[src/rtl/switch_pkg.sv]
// Shared switch definitions: default port/metadata geometry, port index type
// and the egress metadata sequencer state encoding.
package switch_pkg;

    localparam int PORT_NUM   = 4;
    localparam int META_WIDTH = 32;
    localparam int PORT_W     = $clog2(PORT_NUM);

    typedef logic [PORT_W-1:0] port_idx_t;

    typedef enum logic [1:0] {
        IDLE   = 2'd0,
        ACK    = 2'd1,
        SETTLE = 2'd2
    } state_t;

endpackage

[src/rtl/rr_arbiter.sv]
// Combinational round-robin picker: first requester strictly after last_grant,
// wrapping modulo N (N must be a power of two).
module rr_arbiter #(
    parameter int N = 4,
    parameter int W = $clog2(N)
) (
    input  logic [N-1:0] req,
    input  logic [W-1:0] last_grant,
    output logic [N-1:0] grant_oh,
    output logic [W-1:0] grant_idx,
    output logic         any
);

    logic [W-1:0] cand;

    always_comb begin
        grant_oh  = '0;
        grant_idx = '0;
        any       = 1'b0;
        cand      = '0;
        // Offset N wraps back onto last_grant itself, so it is searched last.
        for (int off = 1; off <= N; off++) begin
            cand = last_grant + W'(off);
            if (!any && req[cand]) begin
                any       = 1'b1;
                grant_idx = cand;
            end
        end
        if (any) begin
            grant_oh[grant_idx] = 1'b1;
        end
    end

endmodule

[src/rtl/egress_meta_arbiter.sv]
// Shares one host read port among the per-port egress metadata queues:
// round-robin grant, one-cycle pop ack, then a settle hold-off before the next grant.
module egress_meta_arbiter #(
    parameter int PORT_NUM      = switch_pkg::PORT_NUM,
    parameter int META_WIDTH    = switch_pkg::META_WIDTH,
    parameter int SETTLE_CYCLES = 2
) (
    input  logic                             clk,
    input  logic                             reset,
    input  logic [PORT_NUM-1:0]              meta_avail,
    input  logic [PORT_NUM*META_WIDTH-1:0]   meta_in,
    output logic [PORT_NUM-1:0]              meta_ack,
    input  logic                             host_rd,
    output logic                             host_waitrequest,
    output logic                             host_rd_valid,
    output logic [META_WIDTH-1:0]            host_rd_data,
    output logic [$clog2(PORT_NUM)-1:0]      host_rd_port,
    output logic                             host_rd_empty,
    output logic [PORT_NUM*16-1:0]           pop_count
);

    import switch_pkg::*;

    localparam int PW = $clog2(PORT_NUM);
    localparam int CW = $clog2(SETTLE_CYCLES + 1);

    state_t                  state_q, state_d;
    logic [PW-1:0]           last_grant_q, last_grant_d;
    logic [CW-1:0]           settle_cnt_q, settle_cnt_d;
    logic                    rd_valid_q, rd_valid_d;
    logic [META_WIDTH-1:0]   rd_data_q, rd_data_d;
    logic [PW-1:0]           rd_port_q, rd_port_d;
    logic                    rd_empty_q, rd_empty_d;
    logic [PORT_NUM-1:0]     ack_q, ack_d;
    logic [15:0]             pop_cnt_q [PORT_NUM];
    logic [15:0]             pop_cnt_d [PORT_NUM];

    logic [META_WIDTH-1:0]   meta_words [PORT_NUM];
    logic [PORT_NUM-1:0]     grant_oh;
    logic [PW-1:0]           grant_idx;
    logic                    grant_any;

    generate
        for (genvar gi = 0; gi < PORT_NUM; gi++) begin : g_port
            assign meta_words[gi]             = meta_in[gi*META_WIDTH +: META_WIDTH];
            assign pop_count[gi*16 +: 16]     = pop_cnt_q[gi];
        end
    endgenerate

    rr_arbiter #(
        .N (PORT_NUM),
        .W (PW)
    ) u_rr_arbiter (
        .req        (meta_avail),
        .last_grant (last_grant_q),
        .grant_oh   (grant_oh),
        .grant_idx  (grant_idx),
        .any        (grant_any)
    );

    always_comb begin
        state_d      = state_q;
        last_grant_d = last_grant_q;
        settle_cnt_d = settle_cnt_q;
        rd_valid_d   = 1'b0;
        rd_data_d    = rd_data_q;
        rd_port_d    = rd_port_q;
        rd_empty_d   = rd_empty_q;
        ack_d        = '0;
        pop_cnt_d    = pop_cnt_q;
        case (state_q)
            IDLE: begin
                if (host_rd) begin
                    rd_valid_d = 1'b1;
                    if (grant_any) begin
                        rd_data_d            = meta_words[grant_idx];
                        rd_port_d            = grant_idx;
                        rd_empty_d           = 1'b0;
                        ack_d                = grant_oh;
                        last_grant_d         = grant_idx;
                        pop_cnt_d[grant_idx] = pop_cnt_q[grant_idx] + 16'd1;
                        state_d              = ACK;
                    end else begin
                        // Empty answer: no pop, so the next read can be taken at once.
                        rd_data_d  = '0;
                        rd_port_d  = '0;
                        rd_empty_d = 1'b1;
                    end
                end
            end
            ACK: begin
                settle_cnt_d = CW'(SETTLE_CYCLES);
                state_d      = SETTLE;
            end
            SETTLE: begin
                if (settle_cnt_q <= CW'(1)) begin
                    settle_cnt_d = '0;
                    state_d      = IDLE;
                end else begin
                    settle_cnt_d = settle_cnt_q - CW'(1);
                end
            end
            default: state_d = IDLE;
        endcase
    end

    always_ff @(posedge clk or posedge reset) begin
        if (reset) begin
            state_q      <= IDLE;
            last_grant_q <= PW'(PORT_NUM - 1);
            settle_cnt_q <= '0;
            rd_valid_q   <= 1'b0;
            rd_data_q    <= '0;
            rd_port_q    <= '0;
            rd_empty_q   <= 1'b0;
            ack_q        <= '0;
            for (int i = 0; i < PORT_NUM; i++) begin
                pop_cnt_q[i] <= '0;
            end
        end else begin
            state_q      <= state_d;
            last_grant_q <= last_grant_d;
            settle_cnt_q <= settle_cnt_d;
            rd_valid_q   <= rd_valid_d;
            rd_data_q    <= rd_data_d;
            rd_port_q    <= rd_port_d;
            rd_empty_q   <= rd_empty_d;
            ack_q        <= ack_d;
            pop_cnt_q    <= pop_cnt_d;
        end
    end

    assign meta_ack         = ack_q;
    assign host_waitrequest = (state_q != IDLE);
    assign host_rd_valid    = rd_valid_q;
    assign host_rd_data     = rd_data_q;
    assign host_rd_port     = rd_port_q;
    assign host_rd_empty    = rd_empty_q;

endmodule

[config.mk]
export PLATFORM = sky130hd
export DESIGN_NAME = egress_meta_arbiter
export DESIGN_NICKNAME = d
export VERILOG_FILES = /design/src/rtl/switch_pkg.sv /design/src/rtl/rr_arbiter.sv /design/src/rtl/egress_meta_arbiter.sv
export SDC_FILE = /design/constraint.sdc
export NUM_CORES = 1
export LEC_CHECK = 0
export ABC_CLOCK_PERIOD_IN_PS = 5900
export CORE_MARGIN = 5
export CORE_UTILIZATION = 43
export DETAILED_ROUTE_END_ITERATION = 10
export HOLD_SLACK_MARGIN = 0.02
export PLACE_DENSITY = 0.81
export RECOVER_POWER = 25
export SKIP_CTS_REPAIR_TIMING = 1
export SYNTH_ARGS = -nofsm -noshare
export SYNTH_HDL_FRONTEND = slang
export SYNTH_HIERARCHICAL = 1
export SYNTH_SLANG_ARGS = --single-unit
export TNS_END_PERCENT = 100
[constraint.sdc]
create_clock -name clk -period 5.9 [get_ports clk]
set_input_delay 1.77 -clock clk [delete_from_list [all_inputs] [get_ports clk]]
set_output_delay 1.77 -clock clk [all_outputs]
set_load 0.01 [all_outputs]
Fig. 1: the metal 1 layer
Scale bar: 20 microns.
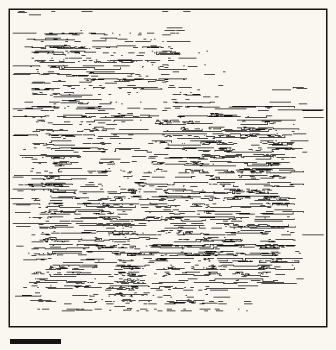
nets with wire on the layer	719
wire length on this layer	6390 microns
longest straight run	37.7 microns
share of all routed wire	36%
main direction	horizontal
GR Layer Usage met1: 0.252
total via count in the routed design: 4732
final wirelength: 17900 microns

Fig. 2: met2 routing
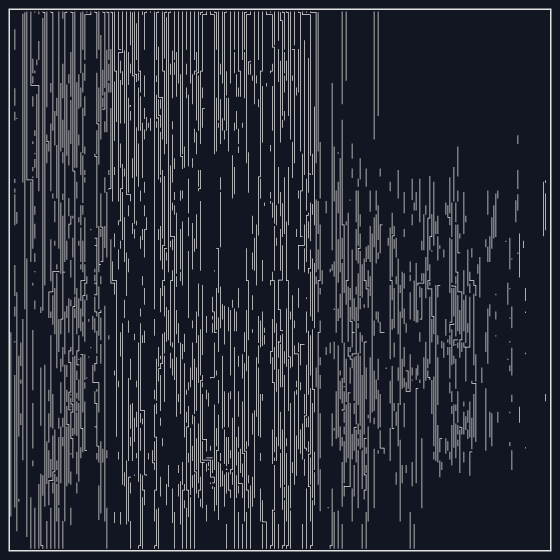
main direction	vertical
longest straight run	68.5 microns
wire length on this layer	9790 microns
nets with wire on the layer	737
share of all routed wire	55%
met2 track demand over resource: 0.415

==> deck_impl_summary.md <==
Implementation Results

Final timing
  – Fin. max-slew vios: 0
  – Setup violation total in the final timing report: 0
  – Clk_skew: 0.00861 ns
  – Final tally of hold violations: 0

Critical path
  – Number of cells on the worst reg-to-reg path: 10
  – RR Endpoint: pop_count[38]$_DFFE_PP0P_
  – Worst Path Required: 6.10 ns
  – CP Capture Point: pop_count[38]$_DFFE_PP0P_
  – Kind of end point of the critical path: register

Layout
  – Layout Cell Area excl Fill: 0.00849 sq mm
  – Share of final-layout standard cells stronger than drive strength 1: 0.125
  – Filler Cell Count: 1001
  – Area growth syn-to-layout: 50.7%

Synthesis
  – Floorplan Nets: 593
  – Top cell area share: 0.479
  – Post-synthesis sequential area ratio: 0.489
  – Cell variety after synth: 47
  – Share of flip-flops with an asynchronous set or reset: 1.00
  – Combinational family with the most area after synthesis: multiplexers
  – Yosys Chip Area: 0.00564 sq mm
  – Main area contributors after synthesis: sky130_fd_sc_hd__dfrtp_1, sky130_fd_sc_hd__mux4_2, sky130_fd_sc_hd__mux4_1
  – Most common library cells after synthesis: sky130_fd_sc_hd__dfrtp_1, sky130_fd_sc_hd__nand2_1, sky130_fd_sc_hd__o21ai_0, sky130_fd_sc_hd__mux4_2, sky130_fd_sc_hd__a22o_1
  – Most common cell in the netlist: sky130_fd_sc_hd__dfrtp_1
  – Simple Share, Synth: 0.113

Floorplan
  – Die area: 0.0155 sq mm
  – Number of I/O pins: 240

Run status
  – Run status: complete, no violations

Clock network
  – Max Root-Sink Buffers: 2
  – Clock Latency Late Sink: 0.34 ns
  – Clock transition time at the flip-flop clock pins of the worst setup and hold paths: 0.07 ns

Job
  – OpenROAD warnings: 28

Routing
  – First-pass iteration count of the detailed router: 6

Power
  – Portion of total power attributed to combinational logic: 0.523
  – Share of total power in sequential cells: 0.325
  – Overall power after layout: 3.83 mW
  – Internal power: 2.41 mW

Placement
  – GPL Wtd Cong: 0.889

Global route
  – Number of global-route vias before repair: 5089
state kept, by name (all words and copies together), names as in the netlist:
name,count
host_rd_empty,1
state_q,2
settle_cnt_q,2
host_rd_port,2
last_grant_q,2
pop_count,64
host_rd_valid,1
meta_ack,4
host_rd_data,32
final cells by class:
class                   instances  area (sq um)  area share
flip-flops and latches        110          2760       0.324
clock inverters                 5          41.3     0.00486
well taps                     172           215      0.0253
clock buffers                  11           243      0.0286
repair buffers                251          2480       0.292
inverters                      10          40.0     0.00471
diodes                          2          5.00    0.000589
multi-input cells             303          2710       0.319
worst min path at each step:
stage / end / start / cells past startpoint
after detailed placement: pop_count[63]$_DFFE_PP0P_ / pop_count[63]$_DFFE_PP0P_ / 1
after CTS: settle_cnt_q[0]$_DFFE_PP0P_ / settle_cnt_q[0]$_DFFE_PP0P_ / 1
after global routing: settle_cnt_q[0]$_DFFE_PP0P_ / settle_cnt_q[0]$_DFFE_PP0P_ / 1
after floorplan: last_grant_q[1]$_DFFE_PP1P_ / last_grant_q[1]$_DFFE_PP1P_ / 2
final: settle_cnt_q[0]$_DFFE_PP0P_ / settle_cnt_q[0]$_DFFE_PP0P_ / 1
after global placement: host_rd_port[0]$_DFFE_PP0P_ / host_rd_port[0]$_DFFE_PP0P_ / 2
routing by layer:
metal | GRT usage | part of all wire | up-vias
met1 | 0.252 | 0.36 | 2369
li1 | - | - | 2150
met5 | 0 | 0 | -
met3 | 0.0755 | 0.082 | 24
met2 | 0.415 | 0.55 | 189
met4 | 0.0722 | 0.017 | 0
power by group through the flow:
stage	combinational, mW	sequential [mW]	clock [mW]
CTS	2.02	1.25	0.590
finish	2.01	1.25	0.580
detailed placement	2.01	1.25	0
global route	2.16	1.28	0.624
floorplan	1.04	1.32	0
global placement	1.96	1.24	0
Power and IR drop assume default switching activity.
